==> src/rtl/mesa_cmd_rx.sv <==
// mesa_cmd_rx: UART receiver and command decoder for the four-table motion
// controller. Each accepted byte drives registered per-table Left/Right/Off
// levels. A link watchdog forces every table Off when the host goes silent.
// Optional build macro PARITY_EN: frames are 8E1 and parity errors are rejected.
// Without it, frames are 8N1. The port list is the same in both builds.
module mesa_cmd_rx #(
    parameter int CLK_HZ   = 50_000_000,
    parameter int BAUD     = 9600,
    parameter int WDOG_CYC = 50_000_000
) (
    input  logic       clk,
    input  logic       rst_n,
    input  logic       rx,
    output logic [3:0] m_l,
    output logic [3:0] m_r,
    output logic [3:0] m_o,
    output logic       cmd_stb,
    output logic       frame_err,
    output logic       wdog_trip,
    output logic       busy
);

    localparam int DIV = CLK_HZ / BAUD;
    localparam int TW  = $clog2(DIV + 1);
    localparam logic [TW-1:0] T_FULL = TW'(DIV);
    localparam logic [TW-1:0] T_HALF = TW'(DIV / 2);
    localparam logic [TW-1:0] T_ONE  = TW'(1);
    localparam int WW = (WDOG_CYC > 2) ? $clog2(WDOG_CYC) : 1;
    localparam logic [WW-1:0] W_MAX = WW'((WDOG_CYC > 0) ? WDOG_CYC - 1 : 0);
    localparam logic [3:0] SYNC_NIB  = 4'b1010;
    localparam logic [1:0] CMD_OFF   = 2'b00;
    localparam logic [1:0] CMD_LEFT  = 2'b01;
    localparam logic [1:0] CMD_RIGHT = 2'b10;
    localparam logic [1:0] CMD_ALL   = 2'b11;

    typedef enum logic [2:0] {
        S_IDLE   = 3'd0,
        S_START  = 3'd1,
        S_DATA   = 3'd2,
`ifdef PARITY_EN
        S_PARITY = 3'd3,
`endif
        S_STOP   = 3'd4
    } state_t;

`ifdef PARITY_EN
    // Even parity: the transmitted bit makes the 9-bit total even.
    function automatic logic even_par(input logic [7:0] d);
        return ^d;
    endfunction
`endif

    logic          rx_meta_r, rx_sync_r, rx_prev_r;
    logic          fall_s, tick_s;
    state_t        state_r, state_s;
    logic [TW-1:0] timer_r, timer_s;
    logic [2:0]    bit_cnt_r, bit_cnt_s;
    logic [7:0]    shift_r, shift_s;
    logic          busy_r, busy_s;
    logic          ok_r, ok_s, bad_r, bad_s;
`ifdef PARITY_EN
    logic          par_err_r, par_err_s;
`endif
    logic          dec_vld_r, frame_err_r;
    logic [1:0]    dec_tbl_r, dec_cmd_r;
    logic [3:0]    m_l_r, m_r_r, m_o_r, l_s, r_s, o_s;
    logic          cmd_stb_r, stb_s, wdog_trip_r, trip_s;
    logic [WW-1:0] wdog_cnt_r, cnt_s;
    logic          armed_r, armed_s;

    assign fall_s = rx_prev_r & ~rx_sync_r;
    assign tick_s = (timer_r == T_ONE);

    // Two-flop synchronizer on the asynchronous line plus a delayed copy for edge detection.
    always_ff @(posedge clk or negedge rst_n) begin
        if (!rst_n) begin
            rx_meta_r <= 1'b1;
            rx_sync_r <= 1'b1;
            rx_prev_r <= 1'b1;
        end else begin
            rx_meta_r <= rx;
            rx_sync_r <= rx_meta_r;
            rx_prev_r <= rx_sync_r;
        end
    end

    // Frame FSM next-state logic: bit timing, sampling and frame verdict.
    always_comb begin
        state_s   = state_r;
        timer_s   = timer_r;
        bit_cnt_s = bit_cnt_r;
        shift_s   = shift_r;
        busy_s    = busy_r;
        ok_s      = 1'b0;
        bad_s     = 1'b0;
`ifdef PARITY_EN
        par_err_s = par_err_r;
`endif
        case (state_r)
            S_IDLE: begin
                if (fall_s) begin
                    timer_s = T_HALF;
                    state_s = S_START;
                end else begin
                    timer_s = timer_r;
                end
            end
            S_START: begin
                if (!tick_s) begin
                    timer_s = timer_r - T_ONE;
                end else if (rx_sync_r) begin
                    state_s = S_IDLE;            // glitch, not a start bit
                end else begin
                    busy_s    = 1'b1;
                    timer_s   = T_FULL;
                    bit_cnt_s = 3'd0;
`ifdef PARITY_EN
                    par_err_s = 1'b0;
`endif
                    state_s   = S_DATA;
                end
            end
            S_DATA: begin
                if (!tick_s) begin
                    timer_s = timer_r - T_ONE;
                end else begin
                    shift_s = {rx_sync_r, shift_r[7:1]};
                    timer_s = T_FULL;
                    if (bit_cnt_r == 3'd7) begin
`ifdef PARITY_EN
                        state_s = S_PARITY;
`else
                        state_s = S_STOP;
`endif
                    end else begin
                        bit_cnt_s = bit_cnt_r + 3'd1;
                    end
                end
            end
`ifdef PARITY_EN
            S_PARITY: begin
                if (!tick_s) begin
                    timer_s = timer_r - T_ONE;
                end else begin
                    par_err_s = (rx_sync_r != even_par(shift_r));
                    timer_s   = T_FULL;
                    state_s   = S_STOP;
                end
            end
`endif
            S_STOP: begin
                if (!tick_s) begin
                    timer_s = timer_r - T_ONE;
                end else begin
                    busy_s  = 1'b0;
                    state_s = S_IDLE;
`ifdef PARITY_EN
                    if (rx_sync_r && !par_err_r) begin
`else
                    if (rx_sync_r) begin
`endif
                        ok_s = 1'b1;
                    end else begin
                        bad_s = 1'b1;
                    end
                end
            end
            default: begin
                state_s = S_IDLE;
                busy_s  = 1'b0;
            end
        endcase
    end

    // Frame FSM state register.
    always_ff @(posedge clk or negedge rst_n) begin
        if (!rst_n) begin
            state_r   <= S_IDLE;
            timer_r   <= '0;
            bit_cnt_r <= 3'd0;
            shift_r   <= 8'h00;
            busy_r    <= 1'b0;
            ok_r      <= 1'b0;
            bad_r     <= 1'b0;
`ifdef PARITY_EN
            par_err_r <= 1'b0;
`endif
        end else begin
            state_r   <= state_s;
            timer_r   <= timer_s;
            bit_cnt_r <= bit_cnt_s;
            shift_r   <= shift_s;
            busy_r    <= busy_s;
            ok_r      <= ok_s;
            bad_r     <= bad_s;
`ifdef PARITY_EN
            par_err_r <= par_err_s;
`endif
        end
    end

    // Decode stage: validate the sync nibble and latch table/command fields.
    always_ff @(posedge clk or negedge rst_n) begin
        if (!rst_n) begin
            dec_vld_r   <= 1'b0;
            frame_err_r <= 1'b0;
            dec_tbl_r   <= 2'd0;
            dec_cmd_r   <= 2'd0;
        end else begin
            dec_vld_r   <= ok_r && (shift_r[5:2] == SYNC_NIB);
            frame_err_r <= bad_r || (ok_r && (shift_r[5:2] != SYNC_NIB));
            dec_tbl_r   <= shift_r[7:6];
            dec_cmd_r   <= shift_r[1:0];
        end
    end

    // Next table levels and watchdog: an accepted command has priority over expiry.
    always_comb begin
        l_s     = m_l_r;
        r_s     = m_r_r;
        o_s     = m_o_r;
        stb_s   = 1'b0;
        trip_s  = 1'b0;
        cnt_s   = wdog_cnt_r;
        armed_s = armed_r;
        if (dec_vld_r) begin
            stb_s   = 1'b1;
            cnt_s   = '0;
            armed_s = 1'b1;
            case (dec_cmd_r)
                CMD_OFF: begin
                    l_s[dec_tbl_r] = 1'b0;
                    r_s[dec_tbl_r] = 1'b0;
                    o_s[dec_tbl_r] = 1'b1;
                end
                CMD_LEFT: begin
                    l_s[dec_tbl_r] = 1'b1;
                    r_s[dec_tbl_r] = 1'b0;
                    o_s[dec_tbl_r] = 1'b0;
                end
                CMD_RIGHT: begin
                    l_s[dec_tbl_r] = 1'b0;
                    r_s[dec_tbl_r] = 1'b1;
                    o_s[dec_tbl_r] = 1'b0;
                end
                CMD_ALL: begin
                    l_s = 4'h0;
                    r_s = 4'h0;
                    o_s = 4'hF;
                end
                default: begin
                    l_s = 4'h0;
                    r_s = 4'h0;
                    o_s = 4'hF;
                end
            endcase
        end else if (WDOG_CYC == 0) begin
            cnt_s = '0;
        end else if (wdog_cnt_r == W_MAX) begin
            if (armed_r) begin
                trip_s  = 1'b1;
                armed_s = 1'b0;
                l_s     = 4'h0;
                r_s     = 4'h0;
                o_s     = 4'hF;
            end else begin
                cnt_s = wdog_cnt_r;          // saturated, already tripped
            end
        end else begin
            cnt_s = wdog_cnt_r + WW'(1);
        end
    end

    // Registered outputs, pulses and watchdog state.
    always_ff @(posedge clk or negedge rst_n) begin
        if (!rst_n) begin
            m_l_r       <= 4'h0;
            m_r_r       <= 4'h0;
            m_o_r       <= 4'hF;
            cmd_stb_r   <= 1'b0;
            wdog_trip_r <= 1'b0;
            wdog_cnt_r  <= '0;
            armed_r     <= 1'b1;
        end else begin
            m_l_r       <= l_s;
            m_r_r       <= r_s;
            m_o_r       <= o_s;
            cmd_stb_r   <= stb_s;
            wdog_trip_r <= trip_s;
            wdog_cnt_r  <= cnt_s;
            armed_r     <= armed_s;
        end
    end

    assign m_l       = m_l_r;
    assign m_r       = m_r_r;
    assign m_o       = m_o_r;
    assign cmd_stb   = cmd_stb_r;
    assign frame_err = frame_err_r;
    assign wdog_trip = wdog_trip_r;
    assign busy      = busy_r;

endmodule
==> config.mk <==
export PLATFORM = sky130hd
export DESIGN_NAME = mesa_cmd_rx
export DESIGN_NICKNAME = d
export VERILOG_FILES = /design/src/rtl/mesa_cmd_rx.sv
export SDC_FILE = /design/constraint.sdc
export NUM_CORES = 1
export LEC_CHECK = 0
export CORE_MARGIN = 10
export CORE_UTILIZATION = 30
export CTS_CLUSTER_SIZE = 16
export DETAILED_ROUTE_END_ITERATION = 8
export PLACE_DENSITY_LB_ADDON = 0.25
export SYNTH_ARGS = -nofsm -noshare
export SYNTH_HDL_FRONTEND = slang
export SYNTH_SLANG_ARGS = --single-unit
==> constraint.sdc <==
create_clock -name clk -period 3 [get_ports clk]
set_input_delay 0.45 -clock clk [delete_from_list [all_inputs] [get_ports clk]]
set_output_delay 0.45 -clock clk [all_outputs]
set_load 0.05 [all_outputs]
density.png
The die is cut into 14 by 14 equal tiles; black is low, pale yellow is high, 0 to 100% covered.
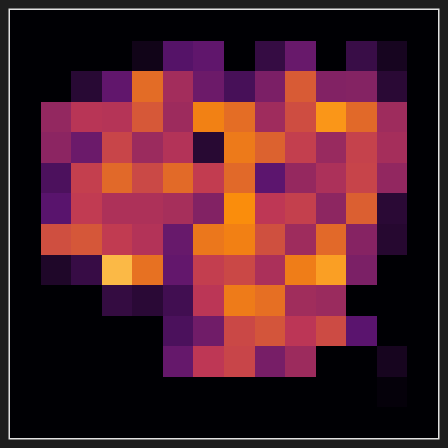
tiles over 75% full = 2.0%
fullest tile = 85%
emptiest ninth of the die = bottom left
densest ninth of the die = middle
nearly empty tiles = 44%
mean over tiles = 24%
CORE AREA: 13300 µm²
Finished Core Util: 0.359
Pre-Place Util: 0.308

registers.png
Other sequential cells in the stronger grey, the rest of the logic in the fainter grey.
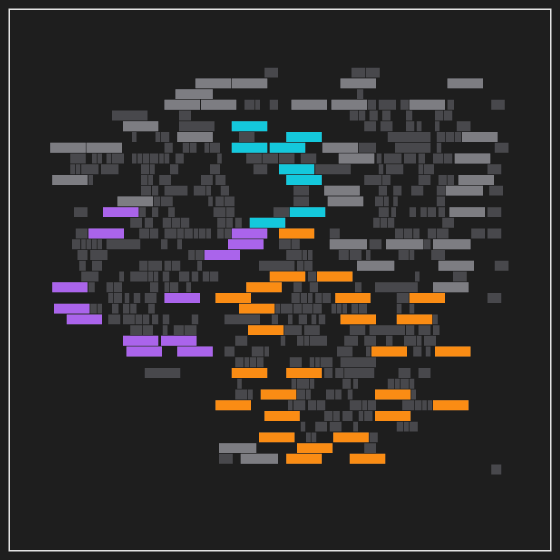
orange -> wdog_cnt_r  # placed flops 26
purple -> timer_r  # placed flops 13
cyan -> shift_r  # placed flops 8, where top middle
not coloured = 33

==> reports/metrics.csv <==
stage,metric,value,unit
clock_network,cts bufs inserted,9,
cells_and_area,fraction of layout cells with a size suffix above 1,0.112,
cells_and_area,most frequent logic cell in the layout,dfrtp_1,
pwr,maximum vdd drop,222,µV
pwr,P_comb,248,µW
clock_network,CTS resizes,0,
logic_synthesis,number of synthesized flops with an enable pin,0,
setup_path,critical path type,reg -> reg,
die,Die Y,137,µm
logic_synthesis,yosys stat area,4100,µm²
setup_path,Worst setup endpoint,wdog_cnt_r[4],
sta,final worst slack,751,ps
pwr,Seq. pwr,1.21,mW
pwr,Lkg Pwr,2.01,nW
placement,count of input and output buffers,18,
clock_network,Root Buffer,clkbuf_16,
die,tapcell count,176,
setup_path,FF-to-FF Start,wdog_cnt_r[0],
drt,met3 WL,358,µm
global_route,number of global-route vias before repair,3008,
cells_and_area,Comb/total area,0.413,
logic_synthesis,Area leader share,0.439,
cells_and_area,Inverters,13,
sta,Finish-stage setup viols,0,
cells_and_area,Non-CTS buffers,20,
job,max cap viols,0,
drt,met2 routed WL,3.85,mm
drt,routed via count,3059,
setup_path,r2r setup slk,750,ps
pwr,power share of the sequential group,0.456,
clock_network,hold buffer count at cts,0,
pwr,heaviest power group,sequential cells,
setup_path,"Slowest-stage cell, CP",nor4_2,
cells_and_area,Diodes inserted,0,
die,boundary pin count,19,
logic_synthesis,comb area leader,simple AND/OR/NAND/NOR gates,
drt,Max Used Layer,met4,
global_route,met3 Resource Use GR,0.0330,
clock_network,worst-skew pair later-pin latency,340,ps
setup_path,Buf/Inv on CP,0,
logic_synthesis,Cells after Synth,416,
logic_synthesis,Yosys Instances,416,
logic_synthesis,Synth Area in Adders,0.0305,
logic_synthesis,xor/xnor cell area share of the yosys netlist,0.0427,
logic_synthesis,"mux frac, synth",0.0302,
cells_and_area,# fillers,1308,
job,stage-log warning count,31,
pwr,total design power,2.65,mW
drt,DRC,0,
cells_and_area,Data buffer area share,0.0404,
cells_and_area,Layout Area Growth over Synthesis,16.4,%
clock_network,CTS tree,yes,
logic_synthesis,Flops after synth,80,
logic_synthesis,post-synthesis sequential area ratio,0.491,
cells_and_area,seq_cells,80,
global_route,largest net degree at the start of global routing,81,
pwr,Switch Pwr,683,µW
drt,DRT met1 WL,4.09,mm
clock_network,H-tree depth,3,
sta,cycle use final,0.750,
worst_hold_path,hold crit path type,in -> async,
logic_synthesis,Yosys warning count,0,
cells_and_area,Comb gates,308,
setup_path,Levels on crit path,6,
sta,f_max,445,MHz
drt,1st-pass router iterations,4,
placement,Cells after DPL,597,
setup_path,worst r2r dst,wdog_cnt_r[4],
clock_network,CTS Sinks,80,
placement,dpl cell area,4450,µm²
cells_and_area,logic area,1970,µm²
global_route,Congestion Overflow GR,0,
setup_path,Critical Path Source,wdog_cnt_r[0],
clock_network,CTS Buffer Depth,2,
setup_path,CP arrival,2470,ps
cells_and_area,dominant kind of cell,flip-flops and latches,
drt,routed length per placed instance,13.7,µm
sta,Slew Limit Headroom,0.336,
logic_synthesis,Synth area leader,dfrtp_1,
logic_synthesis,"AND/OR/NAND/NOR Cells, Area Fraction",0.251,
die,chip area,18700,µm²
sta,setup_tns,0,ps
logic_synthesis,Nets at Floorplan,429,
setup_path,largest stage delay on the critical path,500,ps
cells_and_area,Top Layout Cells,"dfrtp_1 (72), nor2_1 (52), nand2_1 (24), nand2b_1 (19), nand4_1 (19)",
pwr,Sw Ratio,0.257,
logic_synthesis,yosys aoi share,0.126,
cells_and_area,Final #Nets,445,
cells_and_area,ClkCell Share,0.0684,
setup_path,crit-path leading delay family,simple AND/OR/NAND/NOR gates,
sta,Hold WS,273,ps
sta,Slew Limit Fails,0,
logic_synthesis,Main synth FF type,dfrtp_1,
global_route,first-pass GRT wire length,14.8,mm
setup_path,Startpoint Class,register,
placement,Placer Congestion,0.829,
logic_synthesis,Post-synth ARST share,1.00,
sta,Clock Skew,8.90,ps
logic_synthesis,Synth Area per Inst,9.86,µm²
pwr,PwrDens,556,nW/µm²
pwr,Comb pwr share,0.093,
sta,Final Hold Viols,0,
setup_path,crit end category,register,
pwr,clk pwr,1.20,mW
setup_path,crit-path max FO,8,
sta,slew of the pin with the lowest slew margin,997,ps
sta,Final Critical Period,2250,ps
logic_synthesis,Yosys cell types,61,
die,Die W,137,µm
cells_and_area,area occupied by registers,2010,µm²
sta,RSZ-0062 raised after global routing,false,
cells_and_area,CLK BUF,9,
setup_path,Worst Reg2Reg Path Length in Cells,6,
setup_path,CP cell instances,ha_1 > nand3_1 > nor4_2 > nand3_2 > nand4_1 > mux2_1,
placement,Final HPWL DP,5.72,mm
global_route,initial antenna violation count,0,
drt,1st-iter DRT viols,243,
status,run status,completed,
setup_path,"Req. time, crit path",3220,ps
drt,Via-to-Cell Ratio,4.99,
logic_synthesis,Post-Syn Area,4100,µm²
clock_network,clk slew on worst S/H paths,60,ps
logic_synthesis,Yosys top cell by instances,dfrtp_1,
placement,pre-CTS setup slack,739,ps
clock_network,buffer count from post-CTS setup fixing,0,
logic_synthesis,commonest cells in the netlist,"dfrtp_1 (72), nor2_1 (52), nand2_1 (24), nand2b_1 (19), nand4_1 (19)",
drt,remaining antenna violation count,0,
cells_and_area,Final Non-Filler Cells,613,
logic_synthesis,Cell area leaders,"dfrtp_1 (44%), dfstp_2 (5.1%), nor2_1 (4.8%)",
pwr,clock network power share,0.450,
drt,Routed WL,8.39,mm
pwr,Int Pwr,1.97,mW
cell_classes.png
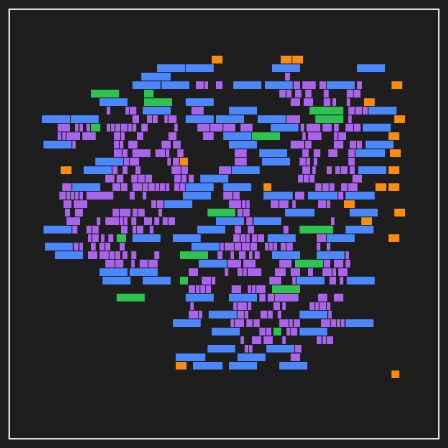
green -> clock drivers and dummy loads  # cells 16, share of their area 7.2%
blue -> flops  # cells 80, share of their area 44%
purple -> all other logic  # cells 321, share of their area 44%
orange -> other buffers and delay cells  # cells 20, share of their area 4.2%
Final Cell Area: 4770 µm²
Seq area share: 0.421
std cell rows: 42

final_congestion.png
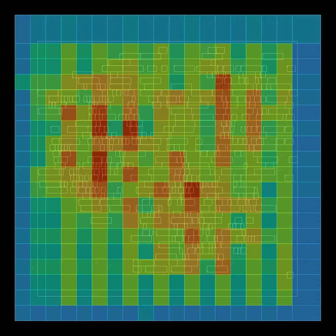
M1 GR Usage: 0.123
gr usage total: 0.0967
GR Util met2: 0.152
GR peak layer: met2

[worst reg2reg max path, delay by kind of cell (launching register included)]
kind,cells,cell delay [ps]
simple gates,4,1130
flops,1,400
mux,1,350
fa+ha+maj,1,250
[registers in the layout, indices dropped and copies added, names as in the netlist]
signal / cells
dec_tbl_r: 2
bad_r: 1
wdog_trip: 1
m_r: 4
rx_meta_r: 1
wdog_cnt_r: 26
dec_vld_r: 1
busy: 1
cmd_stb: 1
dec_cmd_r: 2
state_r: 3
m_l: 4
frame_err: 1
armed_r: 1
rx_prev_r: 1
bit_cnt_r: 3
ok_r: 1
rx_sync_r: 1
m_o: 4
shift_r: 8
timer_r: 13
Power figures rest on the tool's default switching activity, not on a simulated workload.
